File: config.mk
export PLATFORM = sky130hd
export DESIGN_NAME = trig_angle_sequencer
export DESIGN_NICKNAME = d
export VERILOG_FILES = /design/src/rtl/trig_angle_sequencer_pkg.sv /design/src/rtl/mod360_reducer.sv /design/src/rtl/trig_angle_sequencer.sv
export SDC_FILE = /design/constraint.sdc
export NUM_CORES = 1
export LEC_CHECK = 0
export CAP_MARGIN = 20
export CELL_PAD_IN_SITES_DETAIL_PLACEMENT = 2
export CELL_PAD_IN_SITES_GLOBAL_PLACEMENT = 2
export CORE_ASPECT_RATIO = 1.1
export CORE_MARGIN = 2
export CORE_UTILIZATION = 28
export CTS_CLUSTER_DIAMETER = 30
export CTS_CLUSTER_SIZE = 12
export DETAILED_ROUTE_END_ITERATION = 8
export GPL_ROUTABILITY_DRIVEN = 0
export PLACE_DENSITY_LB_ADDON = 0.1
export REMOVE_ABC_BUFFERS = 1
export SLEW_MARGIN = 40
export SYNTH_ARGS = -nofsm -noshare
export SYNTH_HDL_FRONTEND = slang
export SYNTH_SLANG_ARGS = --single-unit
File: constraint.sdc
create_clock -name clk -period 4.8 [get_ports clk]
set_input_delay 0.96 -clock clk [delete_from_list [all_inputs] [get_ports clk]]
set_output_delay 0.96 -clock clk [all_outputs]
set_load 0.01 [all_outputs]
File: src/rtl/trig_angle_sequencer_pkg.sv
// Shared constants and FSM encoding for the trig angle sequencer and its
// modulo-360 reducer.
package trig_angle_sequencer_pkg;

    localparam int DATA_WIDTH = 32;

    localparam logic [1:0] FUNC_SIN = 2'd0;
    localparam logic [1:0] FUNC_COS = 2'd1;
    localparam logic [1:0] FUNC_TAN = 2'd2;

    localparam logic [9:0] MOD_360 = 10'd360;

    typedef enum logic [2:0] {
        ST_IDLE   = 3'd0,
        ST_REDUCE = 3'd1,
        ST_FOLD   = 3'd2,
        ST_ISSUE  = 3'd3,
        ST_WAIT   = 3'd4,
        ST_DONE   = 3'd5
    } state_e;

endpackage

File: src/rtl/mod360_reducer.sv
// Bit-serial angle mod 360: consumes one angle bit per cycle, MSB first,
// keeping a running remainder that never reaches 360.
module mod360_reducer
    import trig_angle_sequencer_pkg::*;
#(
    parameter int ANGLE_W = DATA_WIDTH
) (
    input  logic               clk,
    input  logic               reset_n,
    input  logic               start,
    input  logic [ANGLE_W-1:0] angle,
    output logic               done,
    output logic [8:0]         rem
);

    localparam int CNT_W = $clog2(ANGLE_W + 1);

    logic [ANGLE_W-1:0] shift_q, shift_d;
    logic [8:0]         rem_q, rem_d;
    logic [CNT_W-1:0]   cnt_q, cnt_d;
    logic               active_q, active_d;
    logic [9:0]         trial;

    always_comb begin
        shift_d  = shift_q;
        rem_d    = rem_q;
        cnt_d    = cnt_q;
        active_d = active_q;
        trial    = {rem_q, shift_q[ANGLE_W-1]};
        done     = active_q && (cnt_q == CNT_W'(1));

        if (start) begin
            shift_d  = angle;
            rem_d    = '0;
            cnt_d    = CNT_W'(ANGLE_W);
            active_d = 1'b1;
        end else if (active_q) begin
            rem_d   = (trial >= MOD_360) ? 9'(trial - MOD_360) : trial[8:0];
            shift_d = shift_q << 1;
            cnt_d   = cnt_q - CNT_W'(1);
            if (done) begin
                active_d = 1'b0;
            end
        end
    end

    always_ff @(posedge clk) begin
        if (!reset_n) begin
            shift_q  <= '0;
            rem_q    <= '0;
            cnt_q    <= '0;
            active_q <= 1'b0;
        end else begin
            shift_q  <= shift_d;
            rem_q    <= rem_d;
            cnt_q    <= cnt_d;
            active_q <= active_d;
        end
    end

    assign rem = rem_q;

endmodule

File: src/rtl/trig_angle_sequencer.sv
// Request controller in front of the shared 0..90 degree trig evaluator:
// reduces, folds, issues one evaluator job, then applies the quadrant sign.
module trig_angle_sequencer
    import trig_angle_sequencer_pkg::*;
#(
    parameter int ANGLE_W = DATA_WIDTH,
    parameter int RES_W   = 64
) (
    input  logic               clk,
    input  logic               reset_n,
    input  logic               req_valid,
    output logic               req_ready,
    input  logic [ANGLE_W-1:0] req_angle,
    input  logic [1:0]         req_func,
    output logic               eval_valid,
    input  logic               eval_ready,
    output logic [6:0]         eval_angle,
    output logic [1:0]         eval_func,
    input  logic               eval_rsp_valid,
    input  logic [RES_W-1:0]   eval_rsp_data,
    output logic               rsp_valid,
    input  logic               rsp_ready,
    output logic [RES_W-1:0]   rsp_data,
    output logic [1:0]         rsp_quadrant,
    output logic               rsp_error,
    output logic               busy
);

    state_e             state_q, state_d;
    logic [1:0]         func_q, func_d;
    logic [1:0]         quad_q, quad_d;
    logic [6:0]         ref_q, ref_d;
    logic               neg_q, neg_d;
    logic               err_q, err_d;
    logic [RES_W-1:0]   data_q, data_d;

    logic               red_start;
    logic               red_done;
    logic [8:0]         red_rem;

    logic [1:0]         fold_quad;
    logic [6:0]         fold_ref;
    logic               fold_neg;
    logic               fold_err;

    mod360_reducer #(
        .ANGLE_W (ANGLE_W)
    ) u_reducer (
        .clk     (clk),
        .reset_n (reset_n),
        .start   (red_start),
        .angle   (req_angle),
        .done    (red_done),
        .rem     (red_rem)
    );

    // Fold the reduced angle onto 0..90 and derive the sign the evaluator cannot see.
    always_comb begin
        fold_quad = 2'd0;
        fold_ref  = red_rem[6:0];
        if (red_rem < 9'd90) begin
            fold_quad = 2'd0;
            fold_ref  = red_rem[6:0];
        end else if (red_rem < 9'd180) begin
            fold_quad = 2'd1;
            fold_ref  = 7'(9'd180 - red_rem);
        end else if (red_rem < 9'd270) begin
            fold_quad = 2'd2;
            fold_ref  = 7'(red_rem - 9'd180);
        end else begin
            fold_quad = 2'd3;
            fold_ref  = 7'(9'd360 - red_rem);
        end

        case (func_q)
            FUNC_SIN: fold_neg = fold_quad[1];
            FUNC_COS: fold_neg = fold_quad[1] ^ fold_quad[0];
            FUNC_TAN: fold_neg = fold_quad[0];
            default:  fold_neg = 1'b0;
        endcase

        fold_err = (func_q == 2'd3) ||
                   ((func_q == FUNC_TAN) && ((red_rem == 9'd90) || (red_rem == 9'd270)));
    end

    always_comb begin
        state_d   = state_q;
        func_d    = func_q;
        quad_d    = quad_q;
        ref_d     = ref_q;
        neg_d     = neg_q;
        err_d     = err_q;
        data_d    = data_q;
        red_start = 1'b0;

        case (state_q)
            ST_IDLE: begin
                if (req_valid) begin
                    func_d    = req_func;
                    err_d     = 1'b0;
                    red_start = 1'b1;
                    state_d   = ST_REDUCE;
                end
            end
            ST_REDUCE: begin
                if (red_done) begin
                    state_d = ST_FOLD;
                end
            end
            ST_FOLD: begin
                quad_d = fold_quad;
                ref_d  = fold_ref;
                neg_d  = fold_neg;
                err_d  = fold_err;
                if (fold_err) begin
                    data_d  = '0;
                    state_d = ST_DONE;
                end else begin
                    state_d = ST_ISSUE;
                end
            end
            ST_ISSUE: begin
                if (eval_ready) begin
                    state_d = ST_WAIT;
                end
            end
            ST_WAIT: begin
                if (eval_rsp_valid) begin
                    data_d  = eval_rsp_data ^ {neg_q, {(RES_W-1){1'b0}}};
                    state_d = ST_DONE;
                end
            end
            ST_DONE: begin
                if (rsp_ready) begin
                    state_d = ST_IDLE;
                end
            end
            default: state_d = ST_IDLE;
        endcase
    end

    always_ff @(posedge clk) begin
        if (!reset_n) begin
            state_q <= ST_IDLE;
            func_q  <= '0;
            quad_q  <= '0;
            ref_q   <= '0;
            neg_q   <= 1'b0;
            err_q   <= 1'b0;
            data_q  <= '0;
        end else begin
            state_q <= state_d;
            func_q  <= func_d;
            quad_q  <= quad_d;
            ref_q   <= ref_d;
            neg_q   <= neg_d;
            err_q   <= err_d;
            data_q  <= data_d;
        end
    end

    assign req_ready    = (state_q == ST_IDLE);
    assign busy         = (state_q != ST_IDLE);
    assign eval_valid   = (state_q == ST_ISSUE);
    assign eval_angle   = ref_q;
    assign eval_func    = func_q;
    assign rsp_valid    = (state_q == ST_DONE);
    assign rsp_data     = data_q;
    assign rsp_quadrant = quad_q;
    assign rsp_error    = err_q;

endmodule
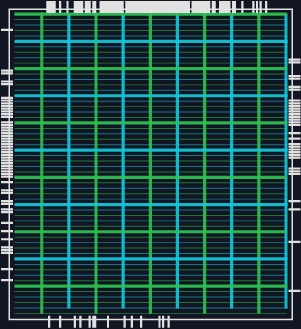
run_1/power_grid.png
Drawn at 2 px/µm. Pins as bars on the die edge.
legend:
  VDD:
    color: cyan
  VSS:
    color: green
rows: 55
met4 straps: 10

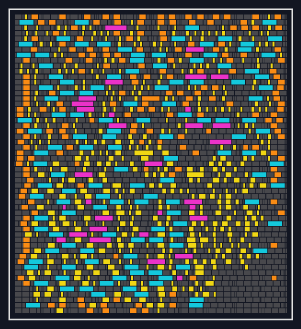
run_1/placement_by_type.png
Drawn at 2 px/µm. Fill, decap, tap and diode cells in gray.
legend:
  flops:
    color: cyan
    cells: 128
  other buffers and delay cells:
    color: orange
    cells: 192
  clock drivers and dummy loads:
    color: magenta
    cells: 31
  combinational and other logic:
    color: yellow
    cells: 503

==> run notes, run 1 <==
Latest figures from synthesis and place and route.

The run finished with clean final reports. From synthesis to final layout, the design area changed by 45.9%. Yosys reported a register bit count of 128.

The startpoint of the worst register-to-register path is u_reducer.rem[2]$_SDFFE_PP0P_. Counting tap cells, the placed design contains a total of about 1100 instances. The portion of the post-synthesis area used by sequential elements is 0.445. The tree is rooted in a sky130_fd_sc_hd__clkbuf_16. The clock tree skew after final layout is between 0.008 and 0.009 ns. In this run the cell area of the synthesized design comes to about 5800 µm².

CTS reports a maximum clock tree buffer depth of 2. Looking at the clock tree report, the H-tree level count equals 4. The setup check on the worst reg-to-reg path leaves a slack of 2.09 ns. The peak supply drop is 237 µV. The synthesis report lists the most area-consuming cells as sky130_fd_sc_hd__dfxtp_1 (45%), sky130_fd_sc_hd__nand2_1 (12%), sky130_fd_sc_hd__mux2i_1 (6.4%). The script extracted a total leakage power of 3.23 nW. Of the post-synthesis cell area, the dominant cell type holds 0.445. The launch instance of the worst min-delay path is rsp_data[33]$_SDFFE_PN0P_. The detailed router put a total of 8.58 mm of wire on met1. Entering global routing, the biggest net connects roughly 70 pins.

In this run the cell area measured after placement is 7720 µm². The routed length on met3 is 720 µm. The power per unit of standard cell area is around 340 nW/µm². The register area is 2560 µm². The finished cells cover 8400 µm². The sum of negative setup slack is 0 ns. Per the post-synthesis report, the number of cells in the design is 685.

Measured on the final layout, buffering overhead outside the clock network stands at 0.228. The flip-flop count of the largest register after layout is 64. The number of non-clock buffers is 192. The most critical setup path has its startpoint at state_q[1]$_SDFFE_PN0P_.

The chip occupies roughly 22000 µm². The terminating pin of the worst hold path is rsp_data[33]$_SDFFE_PN0P_.
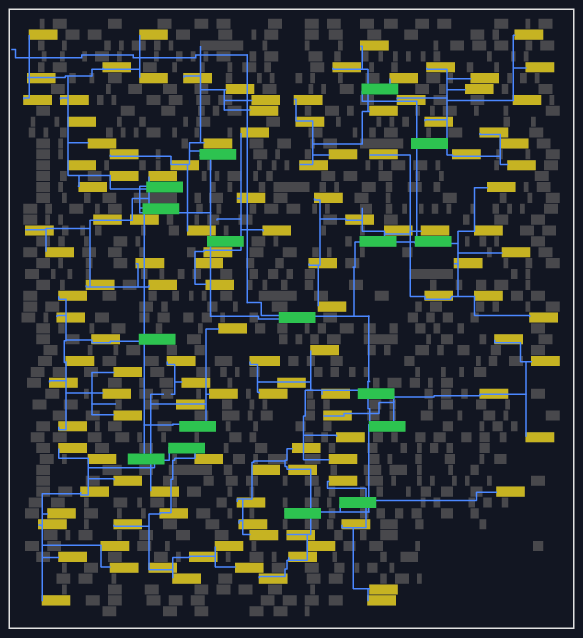
run_1/clk_routes.png
Drawn at 4 px/µm.
legend:
  clock drivers:
    color: green
    count: 17
  flip-flops:
    color: yellow
    count: 128
  clock wires:
    color: blue
    length: 2040 µm
flops lie: widely spread
routed clock nets: 18

==> run 2: changes to the inputs <==
- CORE_UTILIZATION: 28 -> 26
- clock period: 4.8 -> 3.1 ns (I/O delays scaled with it)
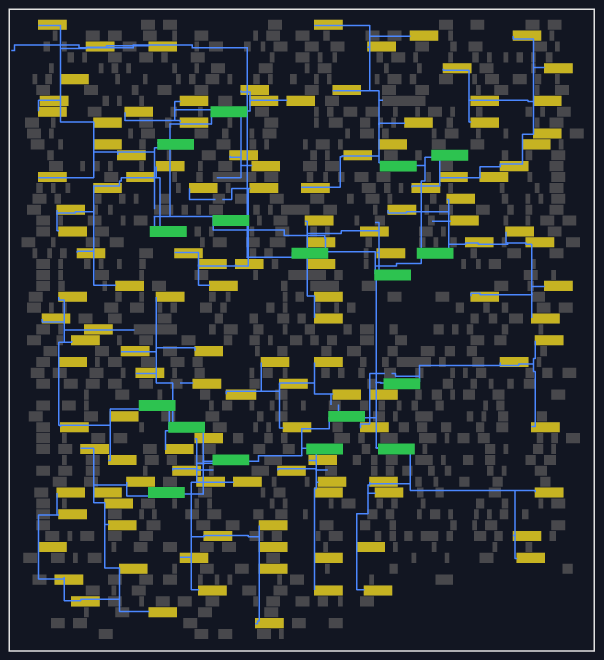
run_2/clk_routes.png
Drawn at 4 px/µm.
legend:
  clock drivers:
    color: green
    count: 17
  flip-flops:
    color: yellow
    count: 128
  clock wires:
    color: blue
    length: 1960 µm
flops lie: widely spread
routed clock nets: 18

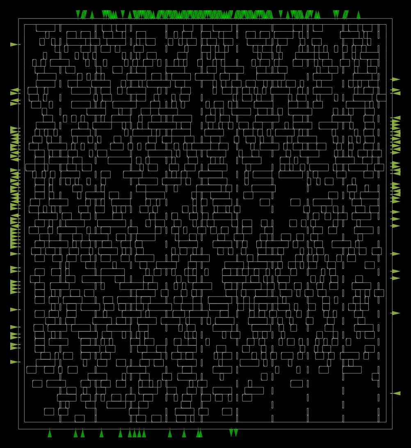
run_2/placement.png
Std-Cell Rows: 57
total of fill cells in the finished design: 2456
post-route core utilization: 0.385

==> run notes, run 2 <==
Latest figures from synthesis and place and route.

The number of non-clock buffers is 196 (was 192). The placed standard-cell area is 7830 µm² (was 7720 µm²). The post-layout worst setup margin came to 0.484 ns (was 1.65 ns). The via count of the first global-routing pass is 6128 (was 6118). The proportion of final cell area spent on non-clock buffers is 0.231 (was 0.228).

The terminating pin of the worst hold path is rsp_data[38]$_SDFFE_PN0P_ (was rsp_data[33]$_SDFFE_PN0P_). The portion of the post-synthesis area used by sequential elements is 0.445 (unchanged). The total of clock buffers placed in the layout came to 19 (unchanged). The relative max-transition margin is 0.565 (was 0.493).

The launch instance of the worst min-delay path is rsp_data[38]$_SDFFE_PN0P_ (was rsp_data[33]$_SDFFE_PN0P_). The share of the synthesized area in the top cell type is 0.445 (unchanged). The peak supply drop is 376 µV (was 237 µV). The most area-hungry cell type in the Yosys netlist was sky130_fd_sc_hd__dfxtp_1 (unchanged). The standby leakage power came to 3.22 nW (was 3.23 nW). The cell area after layout is 8430 µm² (was 8400 µm²). The number of cells in the yosys synthesis report is 685 (unchanged). The buffer levels on the longest clock path came to 2 (unchanged). The buffer cell driving the clock tree root is sky130_fd_sc_hd__clkbuf_16 (unchanged).

The flip-flop count of the largest register after layout is 64 (unchanged). The overall routed net length is 20.5 mm (was 20.2 mm). The synthesized flop and latch total is 128 (unchanged). The remaining antenna violation count after routing is 0 (unchanged). The clock tree skew after final layout is 0.0133 ns (was 0.00823 ns). The largest power group is clock (unchanged).

The synthesized cell area is 5760 µm² (unchanged). The share of power burned in registers is 0.416 (was 0.397). Run status: complete, no violations (unchanged). The depth of the CTS H-tree was 4 (unchanged). The gate count of the mapped netlist was 685 (unchanged).

The sum of negative setup slack was 0 ns (unchanged). The switching part of the total power was 0.237 (was 0.230). The source of the critical timing path is state_q[0]$_SDFFE_PN0P_ (was state_q[1]$_SDFFE_PN0P_). The power per unit of standard cell area is 500 nW/µm² (was 340 nW/µm²). The startpoint of the worst register-to-register path is u_reducer.rem[2]$_SDFFE_PP0P_ (unchanged).

The routed length on met3 was 895 µm (was 720 µm). The total die size is 23400 µm² (was 21700 µm²). The count of placed standard cells in the final layout, fillers left out came to 1153 (was 1110). The internal reg-to-reg setup slack was 0.72 ns (was 2.09 ns). Largest cells by area after synthesis: sky130_fd_sc_hd__dfxtp_1 (45%), sky130_fd_sc_hd__nand2_1 (12%), sky130_fd_sc_hd__mux2i_1 (6.4%) (unchanged). The area growth from synthesis to layout came to 46.4% (was 45.9%).

The wire length the detailed router placed on met1 is 8.64 mm (was 8.58 mm). The number of flip-flops and latches was 128 (unchanged). The register area is 2560 µm² (unchanged).

The cell count after placement is 1122 (was 1078).
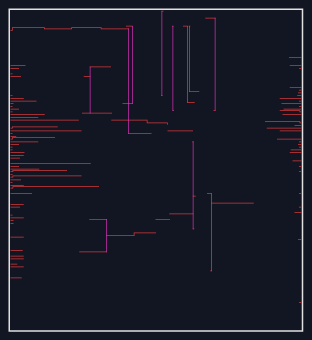
run_2/wires.png
Drawn at 2 px/µm. Only two layers are drawn.
legend:
  metal 4:
    color: magenta
    wire_length: 414 µm
  metal 3:
    color: red
    wire_length: 896 µm

==> run 3: changes to the inputs <==
- CORE_UTILIZATION: 26 -> 24
- clock period: 3.1 -> 2.2 ns (I/O delays scaled with it)
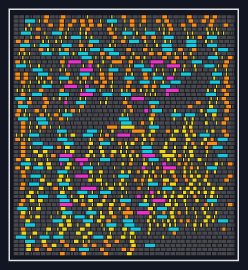
run_3/placement_by_type.png
Drawn at 1.5 px/µm. Fill, decap, tap and diode cells in gray.
legend:
  flops:
    color: cyan
    cells: 128
  clock drivers and dummy loads:
    color: magenta
    cells: 32
  combinational and other logic:
    color: yellow
    cells: 503
  other buffers and delay cells:
    color: orange
    cells: 228

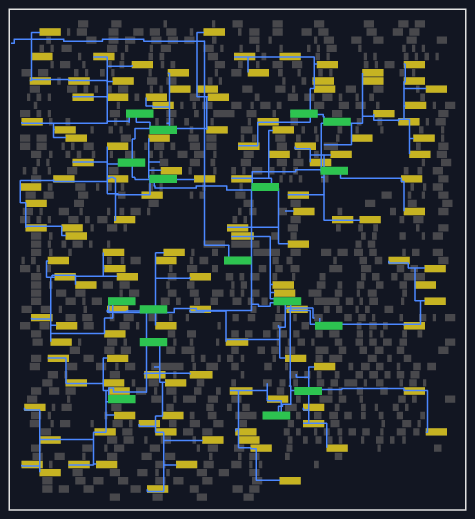
run_3/clk_routes.png
Drawn at 3 px/µm.
legend:
  flip-flops:
    color: yellow
    count: 128
  clock wires:
    color: blue
    length: 2050 µm
  clock drivers:
    color: green
    count: 17
routed clock nets: 18
flops lie: widely spread

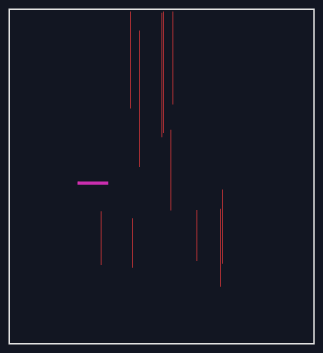
run_3/wires.png
Drawn at 2 px/µm. Only two layers are drawn.
legend:
  metal 4:
    color: red
    wire_length: 477 µm
  metal 5:
    color: magenta
    wire_length: 13.8 µm

==> run notes, run 3 <==
Latest figures from synthesis and place and route.

The power per unit of standard cell area was 669 nW/µm² (was 500 nW/µm²). The clock tree skew after final layout is 0.0117 ns (was 0.0133 ns). The cell count after placement came to 1161 (was 1122).

The startpoint of the worst register-to-register path is u_reducer.rem[3]$_SDFFE_PP0P_ (was u_reducer.rem[2]$_SDFFE_PP0P_). The register area is 2570 µm² (was 2560 µm²). The standby leakage power is 3.38 nW (was 3.22 nW).

The number of placement rows is 59 (was 57). The peak supply drop is 461 µV (was 376 µV). The routed length on met3 is 942 µm (was 895 µm). The buffer levels on the longest clock path is 2 (unchanged). The depth of the CTS H-tree is 4 (unchanged). The count of placed standard cells in the final layout, fillers left out is 1197 (was 1153). The most area-hungry cell type in the Yosys netlist is sky130_fd_sc_hd__dfxtp_1 (unchanged).

The overall routed net length was 21.1 mm (was 20.5 mm). The gate count of the mapped netlist is 685 (unchanged). The wire length the detailed router placed on met1 is 8.56 mm (was 8.64 mm). The synthesized cell area is 5760 µm² (unchanged). The relative max-transition margin was 0.622 (was 0.565).

The share of the synthesized area in the top cell type is 0.445 (unchanged). The pin count of the biggest net entering global routing is 65 (unchanged). The number of flip-flops and latches is 128 (unchanged). The count of filler cells inserted in the layout came to 2644 (was 2456). Run status: complete, no violations (unchanged).

The cell area after layout is 8700 µm² (was 8430 µm²). The flip-flop count of the largest register after layout came to 64 (unchanged). The source of the critical timing path is state_q[2]$_SDFFE_PN0P_ (was state_q[0]$_SDFFE_PN0P_). The proportion of final cell area spent on non-clock buffers is 0.257 (was 0.231). The total die size is 25200 µm² (was 23400 µm²).

The number of cells in the yosys synthesis report is 685 (unchanged). The placed standard-cell area came to 8080 µm² (was 7830 µm²). The remaining antenna violation count after routing is 0 (unchanged).

The internal reg-to-reg setup slack is 0.16 ns (was 0.72 ns). The total of clock buffers placed in the layout is 19 (unchanged). The via count of the first global-routing pass is 6384 (was 6128).
No activity file was given, so power comes from the tool's default toggle rates.
